==> config.mk <==
export PLATFORM = sky130hd
export DESIGN_NAME = button_event
export DESIGN_NICKNAME = d
export VERILOG_FILES = /design/src/rtl/button_event_pkg.sv /design/src/rtl/ms_tick_gen.sv /design/src/rtl/button_event.sv
export SDC_FILE = /design/constraint.sdc
export NUM_CORES = 1
export LEC_CHECK = 0
export CORE_ASPECT_RATIO = 0.9
export CORE_MARGIN = 2
export CORE_UTILIZATION = 45
export DETAILED_ROUTE_END_ITERATION = 6
export MAX_ROUTING_LAYER = met4
export PLACE_DENSITY = 0.72
export RECOVER_POWER = 50
export SYNTH_ARGS = -nofsm -noshare
export SYNTH_HDL_FRONTEND = slang
export SYNTH_SLANG_ARGS = --single-unit
==> constraint.sdc <==
create_clock -name clk -period 3.1 [get_ports clk]
set_input_delay 0.775 -clock clk [delete_from_list [all_inputs] [get_ports clk]]
set_output_delay 0.775 -clock clk [all_outputs]
set_load 0.02 [all_outputs]
==> src/rtl/button_event_pkg.sv <==
// Shared types for the button event classifier: event codes, FSM states and a small helper.
package button_event_pkg;

  typedef enum logic [1:0] {
    EVT_SHORT    = 2'd0,
    EVT_LONG     = 2'd1,
    EVT_REPEAT   = 2'd2,
    EVT_REL_LONG = 2'd3
  } evt_e;

  typedef enum logic [1:0] {
    IDLE      = 2'd0,
    PRESSED   = 2'd1,
    LONG_HELD = 2'd2
  } state_e;

  function automatic int unsigned max_u(input int unsigned a, input int unsigned b);
    return (a > b) ? a : b;
  endfunction

endpackage

==> src/rtl/ms_tick_gen.sv <==
// Millisecond tick prescaler: one-cycle tick every CLK_FREQ/1000 clocks, restartable via clr.
module ms_tick_gen #(
  parameter int unsigned CLK_FREQ = 50_000_000
) (
  input  logic clk,
  input  logic reset_n,
  input  logic clr,
  output logic tick
);

  localparam int unsigned CycPerMs = CLK_FREQ / 1000;
  localparam int unsigned PreW     = (CycPerMs > 1) ? $clog2(CycPerMs) : 1;
  localparam logic [PreW-1:0] PreLast = PreW'(CycPerMs - 1);

  logic [PreW-1:0] pre_cnt_q, pre_cnt_d;

  assign tick = (pre_cnt_q == PreLast);

  always_comb begin
    pre_cnt_d = pre_cnt_q + 1'b1;
    if (clr || tick) begin
      pre_cnt_d = '0;
    end
  end

  always_ff @(posedge clk or negedge reset_n) begin
    if (!reset_n) begin
      pre_cnt_q <= '0;
    end else begin
      pre_cnt_q <= pre_cnt_d;
    end
  end

endmodule

==> src/rtl/button_event.sv <==
// Classifies debounced button presses into SHORT/LONG/REPEAT/REL_LONG events and
// hands them out through a one-entry valid/ready slot with sticky overflow.
module button_event
  import button_event_pkg::*;
#(
  parameter int unsigned CLK_FREQ  = 50_000_000,
  parameter int unsigned LONG_MS   = 1000,
  parameter int unsigned REPEAT_MS = 200
) (
  input  logic clk,
  input  logic reset_n,
  input  logic btn_level,
  output logic evt_valid,
  output evt_e evt_code,
  input  logic evt_ready,
  output logic held,
  output logic overflow,
  input  logic overflow_clr
);

  localparam int unsigned MsMax = max_u(LONG_MS, REPEAT_MS);
  localparam int unsigned MsW   = $clog2(MsMax + 1);
  localparam logic [MsW-1:0] LongLast   = MsW'(LONG_MS - 1);
  localparam logic [MsW-1:0] RepeatLast = MsW'(REPEAT_MS - 1);

  logic           btn_q, primed_q;
  logic           rise, fall, tick;
  state_e         state_q, state_d;
  logic [MsW-1:0] ms_cnt_q, ms_cnt_d;
  logic           new_evt;
  evt_e           new_code;
  logic           evt_valid_q, evt_valid_d;
  evt_e           evt_code_q, evt_code_d;
  logic           overflow_q, overflow_d;
  logic           held_q;
  logic           drop;

  // A level held through reset must be seen low once before a press counts.
  assign rise = btn_level & ~btn_q & primed_q;
  assign fall = ~btn_level & btn_q;

  ms_tick_gen #(
    .CLK_FREQ (CLK_FREQ)
  ) u_ms_tick_gen (
    .clk     (clk),
    .reset_n (reset_n),
    .clr     (rise),
    .tick    (tick)
  );

  always_comb begin
    state_d  = state_q;
    ms_cnt_d = ms_cnt_q;
    new_evt  = 1'b0;
    new_code = EVT_SHORT;
    unique case (state_q)
      IDLE: begin
        if (rise) begin
          state_d  = PRESSED;
          ms_cnt_d = '0;
        end
      end
      PRESSED: begin
        if (fall) begin
          new_evt = 1'b1;
          state_d = IDLE;
        end else if (tick) begin
          if (ms_cnt_q == LongLast) begin
            new_evt  = 1'b1;
            new_code = EVT_LONG;
            ms_cnt_d = '0;
            state_d  = LONG_HELD;
          end else begin
            ms_cnt_d = ms_cnt_q + 1'b1;
          end
        end
      end
      LONG_HELD: begin
        if (fall) begin
          new_evt  = 1'b1;
          new_code = EVT_REL_LONG;
          state_d  = IDLE;
        end else if (tick) begin
          if (ms_cnt_q == RepeatLast) begin
            new_evt  = 1'b1;
            new_code = EVT_REPEAT;
            ms_cnt_d = '0;
          end else begin
            ms_cnt_d = ms_cnt_q + 1'b1;
          end
        end
      end
      default: state_d = IDLE;
    endcase
  end

  // Slot: a full slot being accepted this edge can take a new event without a bubble.
  always_comb begin
    evt_valid_d = evt_valid_q;
    evt_code_d  = evt_code_q;
    drop        = 1'b0;
    if (new_evt) begin
      if (!evt_valid_q || evt_ready) begin
        evt_valid_d = 1'b1;
        evt_code_d  = new_code;
      end else begin
        drop = 1'b1;
      end
    end else if (evt_valid_q && evt_ready) begin
      evt_valid_d = 1'b0;
    end
    overflow_d = overflow_q;
    if (drop) begin
      overflow_d = 1'b1;
    end else if (overflow_clr) begin
      overflow_d = 1'b0;
    end
  end

  always_ff @(posedge clk or negedge reset_n) begin
    if (!reset_n) begin
      btn_q       <= 1'b0;
      primed_q    <= 1'b0;
      state_q     <= IDLE;
      ms_cnt_q    <= '0;
      evt_valid_q <= 1'b0;
      evt_code_q  <= EVT_SHORT;
      overflow_q  <= 1'b0;
      held_q      <= 1'b0;
    end else begin
      btn_q       <= btn_level;
      primed_q    <= primed_q | ~btn_level;
      state_q     <= state_d;
      ms_cnt_q    <= ms_cnt_d;
      evt_valid_q <= evt_valid_d;
      evt_code_q  <= evt_code_d;
      overflow_q  <= overflow_d;
      held_q      <= (state_d != IDLE);
    end
  end

  assign evt_valid = evt_valid_q;
  assign evt_code  = evt_code_q;
  assign overflow  = overflow_q;
  assign held      = held_q;

endmodule
Fig. 1: PDN straps and rails
Scale bar: 20 µm. Pins as bars on the die edge.
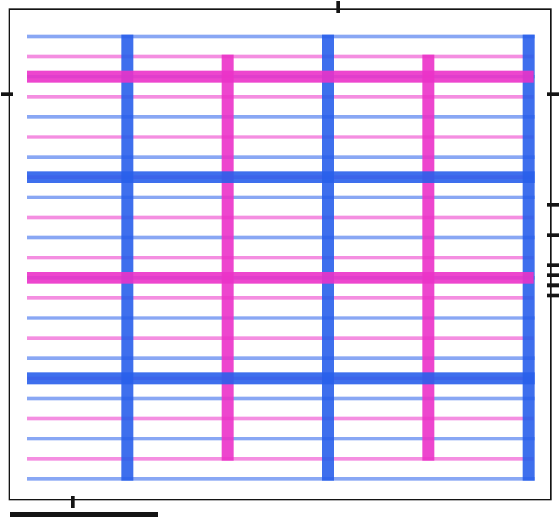
VDD: marked magenta. VSS: marked blue.
10 signal pins sit on the boundary. 4 straps on met5. 5 straps on met4.
Peak VDD IR: 0.2022 mV
core area: 4101 µm²
die y size: 66.14 µm
die width: 73.04 µm

Fig. 2: cells coloured by class
Scale bar: 20 µm.
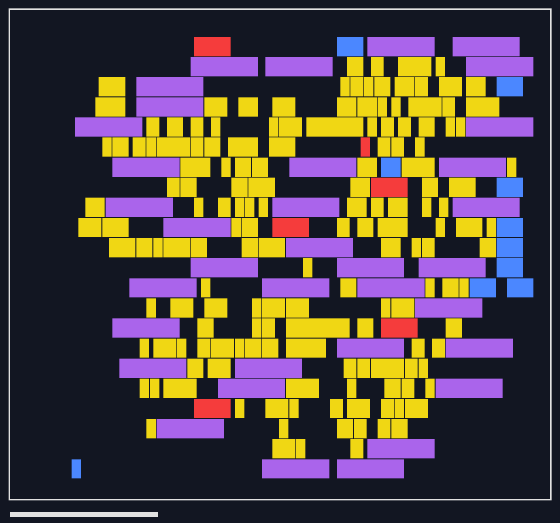
remaining logic cells: marked yellow, cells 158, share of their area 50%. remaining buffers and delay cells: marked blue, cells 10, share of their area 4.4%. registers: marked purple, cells 35, share of their area 42%. clock drivers and dummy loads: marked red, cells 6, share of their area 3.5%.
final design utilization: 51.98%
Rows: 22
design area: 2132 µm²

==> deck_impl_summary.md <==
Run Summary

Job
  • Tool warnings: 29
  • Max-Cap Viols: 1

Min path
  • Worst Hold Class: reg2reg
  • Hold path depth: 1
  • Worst Hold End: u_ms_tick_gen.pre_cnt_q[0]
  • Hold path start: u_ms_tick_gen.pre_cnt_q[0]

Worst setup path
  • CP Capture Type: flip-flop
  • CP required: approximately 3.3 ns
  • Kind of critical path: in2reg
  • CP Launch Type: input pin
  • Worst R2R Setup Slack: roughly 0.79 ns
  • Slowest-stage cell, CP: dlygate4sd3_1
  • Crit path max fanout: 9
  • RR Startpoint: state_q[0]
  • CP bufs+invs: 1
  • Critical Path AT: around 2.7 ns
  • Cell breakdown of the critical path: dlygate4sd3_1 -> nand3_1 -> or4_1 -> o41a_4 -> a21boi_2 -> mux2_2
  • Top delay family on crit path: buffers and inverters
  • Slowest Stage Delay on Critical Path: about 0.6 ns
  • Worst r2r dst: ms_cnt_q[0]
  • R2r worst-path depth: 6

Logic synthesis
  • Post-Syn Nets: ~210
  • Top post-synthesis cells by area: dfrtp_1, nor2_1, ha_1, a221o_1, nand3_1
  • Synth flops: 35
  • Post-Syn Instances: 196
  • Avg Cell Area, Syn: 9.850 µm²
  • Synth Seq Share: 45.37%
  • Mapped Area: approximately 1900 µm²
  • EDFF count, synth: 0
  • Most common reg cell: dfrtp_1
  • Yosys Instances: between 150 and 200
  • Yosys warns: 0
  • Top cell area share: 45.37%
  • Distinct cells, synth: 47
  • Post-synthesis async set-or-reset flop share: 100.0%
  • Yosys stat chip area: about 1900 µm²
  • Yosys top cell by area: dfrtp_1

Clocking
  • Worst-path clk slew: 0.06 ns
  • Root buf cell: clkbuf_8
  • CTS tree: built
  • Clock Path Buffers: 2
  • Post-CTS resize count: 0
  • Clock buffers created by TritonCTS: 5
  • H-tree Lvls: 2
  • CTS sink count: 35
  • CTS Hold Bufs: 0
  • Postcts setup bufs: 0

Final timing
  • Fmax: 0.4008 GHz
  • Hold Slack: about 0.46 ns
  • Setup_tns: 0 ns
  • Slew margin rel.: -26.41%
  • Final Setup Violations: 0
  • Hold Fails Final Rpt: 0
  • RSZ-0062 raised after global routing: no
  • Slew @ Worst Pin: 1.896 ns
  • Fin crit share: 80.49%
  • Final setup margin: between 0.6 and 0.7 ns
  • Fin crit period: between 2 and 2.5 ns
  • Slew Limit Fails: 36

Layout
  • Area Growth Syn to Fin: 10.43%
  • Most instantiated logic cell after routing: dfrtp_1
  • Top Layout Cells: dfrtp_1, nor2_1, nand3_1
  • Comb. cell area: around 990 µm²
  • N_diodes: 0
  • Fill count: about 380
  • Seq. cell area: roughly 880 µm²
  • Final Non-Filler Cells: roughly 260
  • # nets final: between 200 and 250
  • Layout cell share with drive strength beyond 1: 8.134%

Power and ir drop
  • Leak: around 0.99 nW
  • Internal Power: 0.0007914 W
  • Switching Fraction: between 30% and 40%
  • Pwr per Cell Area: approximately 540 nW/µm²
  • Comb power frac: between 20 and 25%
  • Seq pwr share: just under 50%
  • NetSw: 0.0003590 W

Global route
  • Largest net degree at the start of global routing: 36
  • Initial antenna violation count: 0
  • GRT Total Usage: between 10% and 20%
  • Vias in the first global route: 1358
  • First-pass GRT wire length: just over 6 mm
  • Grt ovf: 0

Floorplan
  • Pre-Place Util: a little under half
  • Chip area: about 4800 µm²
  • Io pins: 10

Placed design
  • Routability cong.: 0.8264
  • Number of I/O port buffers: 9
  • Pre-CTS setup slack: 0.3912 ns
  • Placed cell count: roughly 250
  • Post-DP HPWL: 2.358 mm

Routing
  • Antenna-violating nets left: 0
  • Drt drc: 0
  • Iter 0 DRT Violations: between 80 and 90
  • Avg WL per Cell: ~14 µm
  • Final WL: around 3.5 mm
  • First-pass DRT Iterations: 5
  • Via-to-Cell Ratio: 5.669
  • Via count: between 1000 and 1500

Run status
  • Status: finished, violations left
  • Failing checks: max-capacitance violations, max-slew violations
Fig. 3: clock wires, drivers and flops
Scale bar: 20 µm.
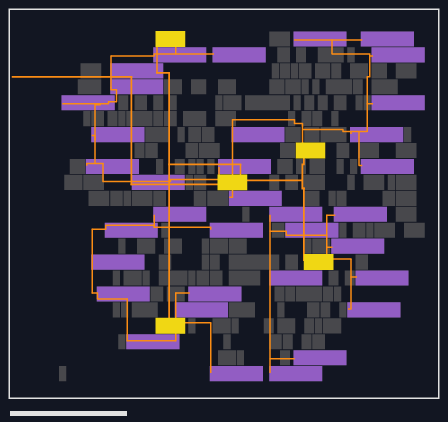
clock-net drivers: marked yellow, count 5. clock wires: marked orange, length 469 µm. flip-flops: marked purple, count 35.
Position of the flops: all over the die.
clock distribution power: 0.000299 W
clock latency on the worst-skew pair: 0.29 ns
clock share of power: 26.0%
Layout Skew: 0.004778 ns

[area by class of cell]
type | instances | share of cell area (%)
Sequential cell | 35 | 41.08
Tap cell | 48 | 2.817
Multi-Input combinational cell | 147 | 46.48
Inverter | 11 | 1.937
Clock buffer | 6 | 3.404
Timing Repair Buffer | 10 | 4.284
[kinds of logic (layout without fill, tap and decap cells)]
group / after synthesis / count (layout) / synth area share [%]
xor+xnor: 10 / 10 / 4.536
flops: 35 / 35 / 45.37
mux: 4 / 4 / 2.203
compound gates: 39 / 39 / 14.91
buf+inv: 14 / 27 / 3.305
fa+ha+maj: 6 / 6 / 3.888
simple gates: 88 / 88 / 25.79
[registers in the layout, summed over array words and instances, names as in the netlist]
register / cells
overflow: 1
state_q: 2
ms_cnt_q: 10
btn_q: 1
held: 1
u_ms_tick_gen.pre_cnt_q: 16
primed_q: 1
evt_valid: 1
evt_code: 2
[power groups by stage]
| stage | clock network [W] | logic, W | registers (W) |
|---|---|---|---|
| final | 0.000299 | 0.000281 | 0.000570 |
| after global routing | 0.000328 | 0.000324 | 0.000579 |
| after CTS | 0.000313 | 0.000283 | 0.000570 |
| after detailed placement | 0 | 0.000281 | 0.000579 |
| after global placement | 0 | 0.000282 | 0.000578 |
| after floorplan | 0 | 0.000196 | 0.000581 |
[how the worst max path moves through the flow]
| stage | startpoint | to | cells after the start |
|---|---|---|---|
| 2_1_floorplan | state_q[0] | ms_cnt_q[5] | 8 |
| 3_3_place_gp | btn_level | ms_cnt_q[0] | 6 |
| 3_5_place_dp | btn_level | ms_cnt_q[5] | 6 |
| 4_1_cts | btn_level | ms_cnt_q[5] | 6 |
| 5_1_grt | btn_level | ms_cnt_q[5] | 6 |
| 6_report | btn_level | ms_cnt_q[0] | 6 |
[metrics by stage]
stage                     total power [W]  cell area [µm²]
after floorplan                 0.0007770             1931
after global placement          0.0008604             2061
after detailed placement        0.0008602             2061
after CTS                        0.001166             2133
after global routing             0.001230             2132
final                            0.001150             2132
[synth_stat cells (2+ instances only)]
cell type	number
dfrtp_1	35
mux2_2	2
a221o_1	6
or3_1	6
a31oi_1	2
nand4_1	4
nand3_1	12
or2_2	2
inv_1	11
ha_1	6
nand2b_1	3
nor3_1	2
o21ai_0	10
nand2_1	11
a21oi_1	5
o21bai_1	2
xor2_1	5
and4_1	2
nor2_1	26
mux2i_1	2
xnor2_1	5
o31ai_1	4
and3_1	8
and4bb_1	2
[per-layer routing]
layer	vias to the layer above	wire length (µm)	track usage [%]
met5	-	0	-
met4	0	73	8.333
met3	7	127	4.116
met2	27	1431	24.66
met1	686	1845	22.60
li1	737	-	-
No activity file was given, so power comes from the tool's default toggle rates.
